**Floorplan with the power grid**

Drawn at 4 px/um. Pins as bars on the die edge. Tap cells in gray.
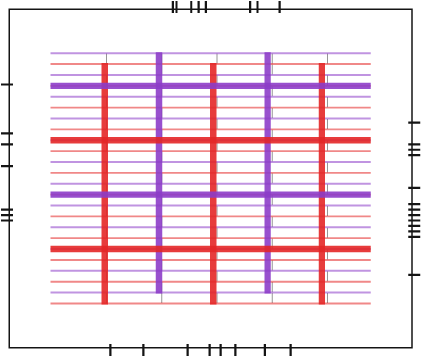
**Cell classes on the final placement**

Drawn at 4 px/um. Fill, decap, tap and diode cells in gray.
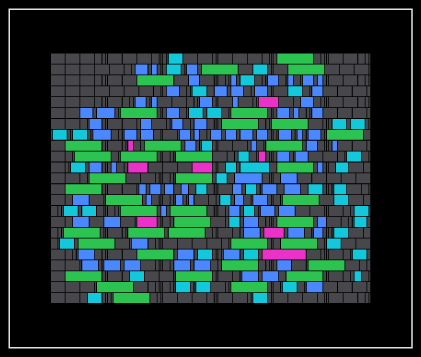
===== config.mk =====
export PLATFORM = sky130hd
export DESIGN_NAME = serial_add_ctrl_flat
export DESIGN_NICKNAME = d
export VERILOG_FILES = /design/src/rtl/serial_add_ctrl_if.sv /design/src/rtl/serial_add_ctrl.sv /design/src/flat_wrapper.sv
export SDC_FILE = /design/constraint.sdc
export NUM_CORES = 1
export LEC_CHECK = 0
export CELL_PAD_IN_SITES_DETAIL_PLACEMENT = 1
export CELL_PAD_IN_SITES_GLOBAL_PLACEMENT = 1
export CORE_ASPECT_RATIO = 0.8
export CORE_MARGIN = 10
export CORE_UTILIZATION = 35
export CTS_CLUSTER_SIZE = 16
export DETAILED_ROUTE_END_ITERATION = 10
export PLACE_DENSITY_LB_ADDON = 0.15
export SYNTH_ARGS = -nofsm -noshare
export SYNTH_HDL_FRONTEND = slang
export SYNTH_SLANG_ARGS = --single-unit

===== constraint.sdc =====
create_clock -name clk -period 2.1 [get_ports clk]
set_input_delay 0.63 -clock clk [delete_from_list [all_inputs] [get_ports clk]]
set_output_delay 0.63 -clock clk [all_outputs]
set_load 0.01 [all_outputs]

===== src/rtl/serial_add_ctrl_if.sv =====
// Host handshake plus the wires to the external 1-bit full-adder cell.
// The slave side is the sequencer and the master side is the host/adder environment.
interface serial_add_ctrl_if #(
  parameter int WIDTH = 8
);
  logic             start;
  logic [WIDTH-1:0] a;
  logic [WIDTH-1:0] b;
  logic             cin;
  logic             busy;
  logic             done;
  logic [WIDTH-1:0] sum;
  logic             cout;
  logic             fa_a;
  logic             fa_b;
  logic             fa_ci;
  logic             fa_s;
  logic             fa_co;

  modport master (
    output start, a, b, cin, fa_s, fa_co,
    input  busy, done, sum, cout, fa_a, fa_b, fa_ci
  );

  modport slave (
    input  start, a, b, cin, fa_s, fa_co,
    output busy, done, sum, cout, fa_a, fa_b, fa_ci
  );
endinterface


===== src/rtl/serial_add_ctrl.sv =====
// Bit-serial adder sequencer: feeds an external full adder one bit pair per
// clock (LSB first), keeps the carry in a flop and assembles the sum bits.
module serial_add_ctrl #(
  parameter int WIDTH = 8
) (
  input logic              clk,
  input logic              reset_n,
  serial_add_ctrl_if.slave bus
);

  localparam int CntW = (WIDTH > 1) ? $clog2(WIDTH) : 1;
  localparam logic [CntW-1:0] LastCnt = CntW'(WIDTH - 1);

  typedef enum logic [1:0] {
    IDLE  = 2'd0,
    SHIFT = 2'd1,
    DONE  = 2'd2
  } state_t;

  state_t           state_q;
  logic [WIDTH-1:0] aReg_q;
  logic [WIDTH-1:0] bReg_q;
  logic [WIDTH-1:0] sumShift_q;
  logic [WIDTH-1:0] sumShift_d;
  logic [WIDTH-1:0] sum_q;
  logic [CntW-1:0]  cnt_q;
  logic             carry_q;
  logic             cout_q;
  logic             busy_q;
  logic             done_q;
  logic             inShift;

  assign inShift    = (state_q == SHIFT);
  assign bus.fa_a   = inShift & aReg_q[0];
  assign bus.fa_b   = inShift & bReg_q[0];
  assign bus.fa_ci  = inShift & carry_q;

  // Returned sum bit enters at the MSB so that after WIDTH shifts bit 0 sits at the LSB.
  assign sumShift_d = WIDTH'({bus.fa_s, sumShift_q} >> 1);

  assign bus.busy   = busy_q;
  assign bus.done   = done_q;
  assign bus.sum    = sum_q;
  assign bus.cout   = cout_q;

  always_ff @(posedge clk or negedge reset_n) begin
    if (!reset_n) begin
      state_q    <= IDLE;
      aReg_q     <= '0;
      bReg_q     <= '0;
      sumShift_q <= '0;
      sum_q      <= '0;
      cnt_q      <= '0;
      carry_q    <= 1'b0;
      cout_q     <= 1'b0;
      busy_q     <= 1'b0;
      done_q     <= 1'b0;
    end else begin
      case (state_q)
        IDLE: begin
          if (bus.start) begin
            aReg_q  <= bus.a;
            bReg_q  <= bus.b;
            carry_q <= bus.cin;
            cnt_q   <= '0;
            busy_q  <= 1'b1;
            state_q <= SHIFT;
          end
        end
        SHIFT: begin
          sumShift_q <= sumShift_d;
          carry_q    <= bus.fa_co;
          aReg_q     <= aReg_q >> 1;
          bReg_q     <= bReg_q >> 1;
          if (cnt_q == LastCnt) begin
            cnt_q   <= '0;
            sum_q   <= sumShift_d;
            cout_q  <= bus.fa_co;
            done_q  <= 1'b1;
            state_q <= DONE;
          end else begin
            cnt_q <= cnt_q + 1'b1;
          end
        end
        DONE: begin
          done_q  <= 1'b0;
          busy_q  <= 1'b0;
          state_q <= IDLE;
        end
        default: begin
          done_q  <= 1'b0;
          busy_q  <= 1'b0;
          state_q <= IDLE;
        end
      endcase
    end
  end

endmodule


===== src/flat_wrapper.sv =====
// flat-port wrapper written by rule: the top's interface ports become plain ports
module serial_add_ctrl_flat 
#(
  parameter int WIDTH = 8
)
  (clk, reset_n, bus_start, bus_a, bus_b, bus_cin, bus_fa_s, bus_fa_co, bus_busy, bus_done, bus_sum, bus_cout, bus_fa_a, bus_fa_b, bus_fa_ci);
  serial_add_ctrl_if #(.WIDTH(WIDTH)) bus_i ();
  input logic clk;
  input logic reset_n;
  input wire logic [$bits(bus_i.start)-1:0] bus_start;
  input wire logic [$bits(bus_i.a)-1:0] bus_a;
  input wire logic [$bits(bus_i.b)-1:0] bus_b;
  input wire logic [$bits(bus_i.cin)-1:0] bus_cin;
  input wire logic [$bits(bus_i.fa_s)-1:0] bus_fa_s;
  input wire logic [$bits(bus_i.fa_co)-1:0] bus_fa_co;
  output wire logic [$bits(bus_i.busy)-1:0] bus_busy;
  output wire logic [$bits(bus_i.done)-1:0] bus_done;
  output wire logic [$bits(bus_i.sum)-1:0] bus_sum;
  output wire logic [$bits(bus_i.cout)-1:0] bus_cout;
  output wire logic [$bits(bus_i.fa_a)-1:0] bus_fa_a;
  output wire logic [$bits(bus_i.fa_b)-1:0] bus_fa_b;
  output wire logic [$bits(bus_i.fa_ci)-1:0] bus_fa_ci;
  assign bus_i.start = bus_start;
  assign bus_i.a = bus_a;
  assign bus_i.b = bus_b;
  assign bus_i.cin = bus_cin;
  assign bus_i.fa_s = bus_fa_s;
  assign bus_i.fa_co = bus_fa_co;
  assign bus_busy = bus_i.busy;
  assign bus_done = bus_i.done;
  assign bus_sum = bus_i.sum;
  assign bus_cout = bus_i.cout;
  assign bus_fa_a = bus_i.fa_a;
  assign bus_fa_b = bus_i.fa_b;
  assign bus_fa_ci = bus_i.fa_ci;
  serial_add_ctrl #(.WIDTH(WIDTH)) u_core (.clk(clk), .reset_n(reset_n), .bus(bus_i));
endmodule

==> flow_summary_export.csv <==
group,metric,value,unit
yosys,async_reset_ff_share,100,%
layout,fillCellCount,550,
outcome,status,"finished, final reports clean",
layout,seq_area,1000,um2
layout,comb_area,679,um2
timing,setup_viol,0,
global_route,grt.busiest_layer,"met2",
place,placed_area,2240,um2
setup_path,worstSetupEndpointType,"primary output",
power_and_ir_drop,p_total,0.00334,W
place,dpl.hpwl,3070,um
place,port_buffers,35,
timing,fin_crit_sh,94.1,%
yosys,syn-cell-area,1810,um2
layout,layout.nonclk_buf_share,18.3,%
layout,most-common-layout-cells,"40 x dfrtp_1, 31 x clkdlybuf4s50_1, 16 x mux2_2",
timing,fmax,0.506,GHz
timing,setup_ws,0.125,ns
clock_tree,postCtsSetupRepairBufs,0,
setup_path,rrSetupSlack,0.36,ns
layout,comb_share,29.0,%
layout,logic_gates,76,
power_and_ir_drop,leakagePower,1.00,nW
layout,dominant_cells,"flip-flops and latches",
global_route,grt_max_degree,21,
setup_path,slowest_delay,0.41,ns
setup_path,cp_data_arrival_time,1.35,ns
timing,fin_crit,1.98,ns
yosys,ys_sh_simple,14.1,%
setup_path,critPathLaunchType,"register",
yosys,synth-edff-count,0,
floorplanning,die_area,8450,um2
clock_tree,hold_buffers,0,
global_route,grt_pass1_vias,1377,
setup_path,path_max_fanout,4,
floorplanning,io_pins,36,
floorplanning,rows,23,
power_and_ir_drop,switching_share,31.5,%
yosys,top_logic_kind,"simple AND/OR/NAND/NOR gates",
routing,drc,0,
routing,antenna_left,0,
setup_path,critPathLaunch,"u_core.state_q[1]",
layout,drive_above_1_share,22.0,%
clock_tree,clk_pin_slew,0.07,ns
power_and_ir_drop,powerClk,0.000599,W
Notes on 'floorplan with the power grid' above:
net	color
VSS	red
VDD	purple
met1 rails	24
signal pins	36
met4 straps	5
rows	23
met5 straps	4
width of the die: 100 um
CORE AREA: 5010 um2
die height: 84.2 um
Max VDD drop: 0.000580 V

Notes on 'cell classes on the final placement' above:
class	color	cells
flip-flops	green	40
clock drivers and dummy loads	magenta	8
all other logic	blue	89
other buffers and delay cells	cyan	45

